<file path="src/rtl/pll_lock_detector.sv">
// PLL lock detector: accumulates PFD up/down disagreement per reference period
// and runs a hysteretic lock FSM, with a timeout for a dead reference clock.
//
// state        | meaning
// ST_UNLOCKED  | no lock, waiting for a first good period
// ST_ACQUIRING | counting consecutive good periods toward lock
// ST_LOCKED    | lock declared
// ST_LOSING    | still locked, counting consecutive bad periods
module pll_lock_detector #(
  parameter int ERR_W         = 8,
  parameter int ERR_TOL       = 2,
  parameter int LOCK_CYCLES   = 8,
  parameter int UNLOCK_CYCLES = 4,
  parameter int REF_TIMEOUT   = 1024,
  parameter int TMO_W         = 11
) (
  input  logic             clk,
  input  logic             reset,
  input  logic             input_reference_clock_digital,
  input  logic             input_up_digital,
  input  logic             input_down_digital,
  output logic             output_lock_digital,
  output logic             output_ref_lost_digital,
  output logic [ERR_W-1:0] output_phase_error_count
);

  localparam int GC_W = $clog2(LOCK_CYCLES + 1);
  localparam int BC_W = $clog2(UNLOCK_CYCLES + 1);

  localparam logic [GC_W-1:0]  GC_ONE   = GC_W'(1);
  localparam logic [GC_W-1:0]  GC_LAST  = GC_W'(LOCK_CYCLES - 1);
  localparam logic [BC_W-1:0]  BC_ONE   = BC_W'(1);
  localparam logic [BC_W-1:0]  BC_LAST  = BC_W'(UNLOCK_CYCLES - 1);
  localparam logic [ERR_W-1:0] ERR_ONE  = ERR_W'(1);
  localparam logic [ERR_W-1:0] ERR_MAX  = {ERR_W{1'b1}};
  localparam logic [ERR_W-1:0] ERR_LIM  = ERR_W'(ERR_TOL);
  localparam logic [TMO_W-1:0] TMO_ONE  = TMO_W'(1);
  localparam logic [TMO_W-1:0] TMO_MAX  = {TMO_W{1'b1}};
  localparam logic [TMO_W-1:0] TMO_LAST = TMO_W'(REF_TIMEOUT - 1);

  typedef enum logic [1:0] {
    ST_UNLOCKED,
    ST_ACQUIRING,
    ST_LOCKED,
    ST_LOSING
  } state_t;

  state_t           state;
  logic             ref_d;
  logic             period_valid;
  logic [ERR_W-1:0] err_cnt;
  logic [TMO_W-1:0] tmo_cnt;
  logic [GC_W-1:0]  good_cnt;
  logic [BC_W-1:0]  bad_cnt;

  logic rise;
  logic err_bit;
  logic period_good;

  assign rise        = input_reference_clock_digital & ~ref_d;
  assign err_bit     = input_up_digital ^ input_down_digital;
  assign period_good = (err_cnt <= ERR_LIM);

  always_ff @(posedge clk) begin
    if (reset) begin
      state                    <= ST_UNLOCKED;
      ref_d                    <= 1'b0;
      period_valid             <= 1'b0;
      err_cnt                  <= '0;
      tmo_cnt                  <= '0;
      good_cnt                 <= '0;
      bad_cnt                  <= '0;
      output_lock_digital      <= 1'b0;
      output_ref_lost_digital  <= 1'b0;
      output_phase_error_count <= '0;
    end else begin
      ref_d <= input_reference_clock_digital;
      if (rise) begin
        // the rise cycle's own error bit belongs to the period it starts
        tmo_cnt                 <= '0;
        err_cnt                 <= {{(ERR_W-1){1'b0}}, err_bit};
        output_ref_lost_digital <= 1'b0;
        period_valid            <= 1'b1;
        if (period_valid) begin
          output_phase_error_count <= err_cnt;
          case (state)
            ST_UNLOCKED: begin
              if (period_good) begin
                state    <= ST_ACQUIRING;
                good_cnt <= GC_ONE;
              end
            end
            ST_ACQUIRING: begin
              if (!period_good) begin
                state    <= ST_UNLOCKED;
                good_cnt <= '0;
              end else if (good_cnt == GC_LAST) begin
                state               <= ST_LOCKED;
                good_cnt            <= '0;
                output_lock_digital <= 1'b1;
              end else begin
                good_cnt <= good_cnt + GC_ONE;
              end
            end
            ST_LOCKED: begin
              if (!period_good) begin
                state   <= ST_LOSING;
                bad_cnt <= BC_ONE;
              end
            end
            ST_LOSING: begin
              if (period_good) begin
                state   <= ST_LOCKED;
                bad_cnt <= '0;
              end else if (bad_cnt == BC_LAST) begin
                state               <= ST_UNLOCKED;
                bad_cnt             <= '0;
                output_lock_digital <= 1'b0;
              end else begin
                bad_cnt <= bad_cnt + BC_ONE;
              end
            end
            default: state <= ST_UNLOCKED;
          endcase
        end
      end else begin
        if (tmo_cnt != TMO_MAX) tmo_cnt <= tmo_cnt + TMO_ONE;
        if (err_bit && (err_cnt != ERR_MAX)) err_cnt <= err_cnt + ERR_ONE;
        // keeps re-firing while the reference stays dead; harmless and idempotent
        if (tmo_cnt >= TMO_LAST) begin
          state                   <= ST_UNLOCKED;
          output_lock_digital     <= 1'b0;
          output_ref_lost_digital <= 1'b1;
          period_valid            <= 1'b0;
          good_cnt                <= '0;
          bad_cnt                 <= '0;
        end
      end
    end
  end

endmodule

</file>
<file path="config.mk">
export PLATFORM = sky130hd
export DESIGN_NAME = pll_lock_detector
export DESIGN_NICKNAME = d
export VERILOG_FILES = /design/src/rtl/pll_lock_detector.sv
export SDC_FILE = /design/constraint.sdc
export NUM_CORES = 1
export LEC_CHECK = 0
export ABC_CLOCK_PERIOD_IN_PS = 2630
export CORE_MARGIN = 10
export CORE_UTILIZATION = 49
export DETAILED_ROUTE_END_ITERATION = 10
export PLACE_DENSITY = 0.69
export RECOVER_POWER = 100
export SYNTH_ARGS = -nofsm -noshare
export SYNTH_HDL_FRONTEND = slang
export SYNTH_SLANG_ARGS = --single-unit
</file>
<file path="constraint.sdc">
create_clock -name clk -period 2.63 [get_ports clk]
set_input_delay 0.526 -clock clk [delete_from_list [all_inputs] [get_ports clk]]
set_output_delay 0.526 -clock clk [all_outputs]
set_load 0.01 [all_outputs]
</file>
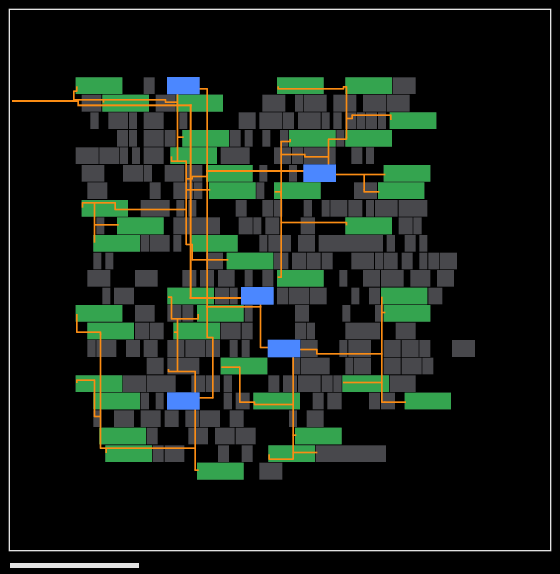
(clock wires, drivers and flops)
Bar = 20 um.
[green] flip-flops | count: 40
[blue] cells driving clock nets | count: 5
[orange] clock wires | length: 519 um
routed clock nets: 6
clock latency at the later pin of the worst-skew pair: 290 ps
Clock group: 0.550 mW
share of total power in the clock network: 43.1%

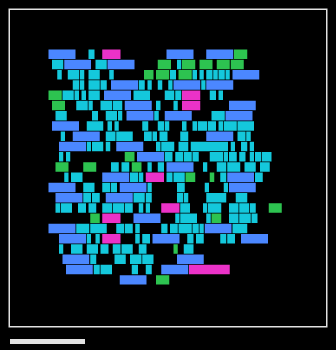
(placed cells, one color a class)
Bar = 20 um.
[green] other buffers and delay cells | cells: 22 | share of their area: 8.6%
[blue] flip-flops | cells: 40 | share of their area: 36%
[cyan] all other logic | cells: 179 | share of their area: 50%
[magenta] clock drivers and dummy loads | cells: 8 | share of their area: 5.6%
floorplan core area: 0.00397 sq mm
final design utilization: 58.0%
Layout Cell Area excl Fill: 0.00230 sq mm

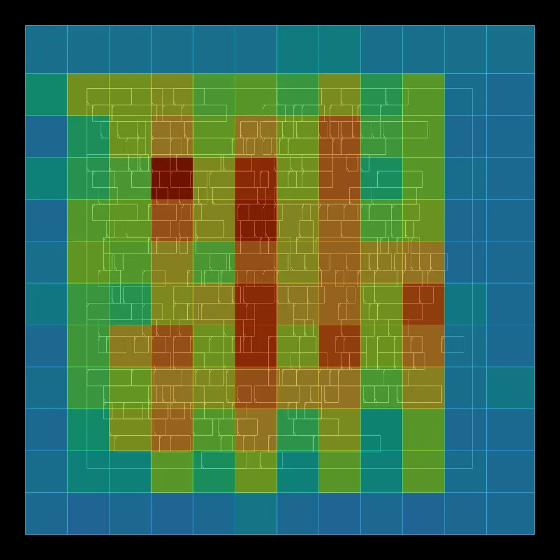
(routing congestion)
met1 global-route usage: 15.6%
routed len/inst: 14.1 um
Tot GR Track Use: 12.5%
met2 GRT Util: 19.1%

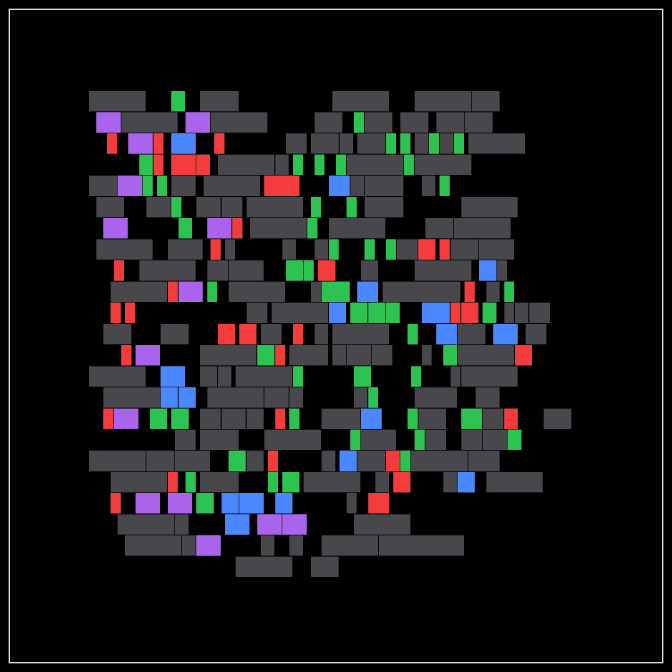
(gate-type map)
[green] NAND gates | cells: 52 | most used: nand2_1
[purple] XOR/XNOR gates | cells: 14 | most used: xor2_1
[red] NOR gates | cells: 34 | most used: nor2_1
[blue] AND and OR gates | cells: 18 | most used: and4_1

==> reports/qor.yml <==
placement:
  gpl_wtd_cong: 0.905
  place_hpwl_um: 3110
  post-place-ws_ps: 146
detailed_routing:
  top_layer_used: "met4"
  detail_route.iter0.violations: 106
  first_pass_iteration_count_of_the_detailed_router: 5
  met2_wirelength_um: 1960
  vias: 1688
  drt_drc_violations_left: 0
  ant_nets: 0
  met1_length_um: 2080
  routed-wl-met3_um: 152
  vias_per_cell: 5.65
  routed_wirelength_um: 4230
synth:
  ys_cells: 231
  postSynthNetCount: 241
  synth_warnings: 0
  largest_area_cell: "dfxtp_1"
  synthesis.area_sq_mm: 0.00200
  dominantRegCellSynth: "dfxtp_1"
  yosys.cell_types.count: 51
  area_leader_share_pct: 40.1
  yosys_register_bits: 40
  synth-area-yosys_sq_mm: 0.00200
critical_path:
  reg2reg_setup_slack_ps: 420
  slowest_delay_ps: 550
  reg2reg_from: "err_cnt[3]"
  worst_r2r_path_depth: 5
  path_class: "in2reg"
  crit-reg2reg-capture: "good_cnt[2]"
  cpMaxStageDelayCell: "dlygate4sd3_1"
  worst_setup_path_endpoint: "good_cnt[3]"
  critical_path_cell_sequence: "dlygate4sd3_1 > nor2b_1 > buf_4 > nand4_1 > or4b_1 > nor4_1 > a32o_1"
  cp.required_ps: 2870
  worst-path-max-fanout: 9
  critPathCaptureType: "flop"
  worst_path_dominant_cell_family: "simple AND/OR/NAND/NOR gates"
die:
  floorplan.die_area_sq_mm: 0.00703
  top_level_ports: 15
  initCoreUtil_pct: 50.3
  dieWidth_um: 83.8
clock_network:
  cts_hold_buf: 0
  clock_tree.root_cell: "clkbuf_8"
  htree_levels: 2
  cts_tree: "done"
  cts-buffers-inserted: 5
  path_clk_slew_ps: 80
finish:
  final_net_count: 258
  synthToLayoutAreaGrowth_pct: 15.5
  layout_top_cell: "dfxtp_1"
  n_antenna_cell: 0
  num-fill-cells: 374
sta:
  slew_headroom_pct: 59.1
  max_slew.worst_pin.slew_ps: 609
  rsz0062_at_grt: "false"
  final-hold-violation-count: 0
  final_period_util_pct: 86.2
  final.setup_skew_ps: 4.97
  timing_max_transition_violations_final: 0
  achievable-frequency_mhz: 441
global_routing:
  gr-max-usage-layer: "met2"
  grt_first_pass_wirelength_um: 7540
  met3_usage_pct: 3.52
  grt_antenna_before_repair: 0
  grt_max_degree: 14
power:
  power_per_cell_area_mw_per_mm2: 554
  power.leakage_nw: 0.877
  p_sw_mw: 0.287
  seq-power_mw: 0.629
  maxPowerGroup: "sequential cells"
  power_frac_seq_pct: 49.2
  netSwitchingFraction_pct: 22.5
hold_path:
  hold_path.startpoint: "output_phase_error_count[6]"
  hold-path-endpoint: "output_phase_error_count[6]"
  min_delay_worst_type: "reg2reg"
  timing.hold.worst_path_depth: 2
flow_run:
  tool_warnings: 27
  drv.max_cap_violation_count: 0
outcome:
  outcome: "completed"
[metrics by stage]
step / area (sq um) / instances / util (%) / hold slack (ps) / total power [mW]
floorplan: 2000 / 231 / - / 436 / 0.711
global route: 2300 / 299 / 58.0 / 474 / 1.32
CTS: 2330 / 299 / 58.6 / 463 / 1.29
detailed placement: 2200 / 291 / 55.4 / 452 / 0.744
finish: 2300 / 299 / 58.0 / 455 / 1.28
global placement: 2200 / 291 / 55.4 / 444 / 0.744
[Yosys cell counts, types with 2 or more instances]
cell      count
nand4_1       8
or4_1         3
nand2_1      33
a21oi_1      19
clkbuf_1      5
dfxtp_1      40
xor2_1        9
nor2b_1       4
o31ai_1       2
and2_1        2
a21o_1        2
nand2b_1      2
a211oi_1      3
a31o_2        3
inv_1         5
nor4_1        2
nor3_1        3
nand3_1       7
o21ai_0       3
a31oi_1       3
nor2_1       21
a32o_1        2
or2_2         2
buf_1         2
ha_1          5
xnor2_1       5
buf_2         4
and3_1        3
and4_1        4
a41oi_1       2
mux2i_1       3
[state kept, by name, indices dropped and copies added, names as in the netlist]
signal and flops:
bad_cnt 3, err_cnt 8, good_cnt 4, output_lock_digital 1, output_phase_error_count 8, output_ref_lost_digital 1, period_valid 1, ref_d 1
state 2, tmo_cnt 11
[logic make-up after synthesis]
kind of cell,share of synthesized area (%)
compound gates,17.2
xor+xnor,6.14
fa+ha+maj,3.13
buf+inv,3.82
flops,40.1
mux,2.07
simple gates,27.5
[layout make-up]
class	count	area, sq um	share of cell area [%]
multi-input combinational	174	1100	47.9
sequential	40	801	34.7
timing repair buffer	22	193	8.36
clock buffer	7	96.3	4.18
tap	50	62.6	2.71
clock inverter	1	30.0	1.30
inverter	5	18.8	0.814
Power figures rest on the tool's default switching activity, not on a simulated workload.
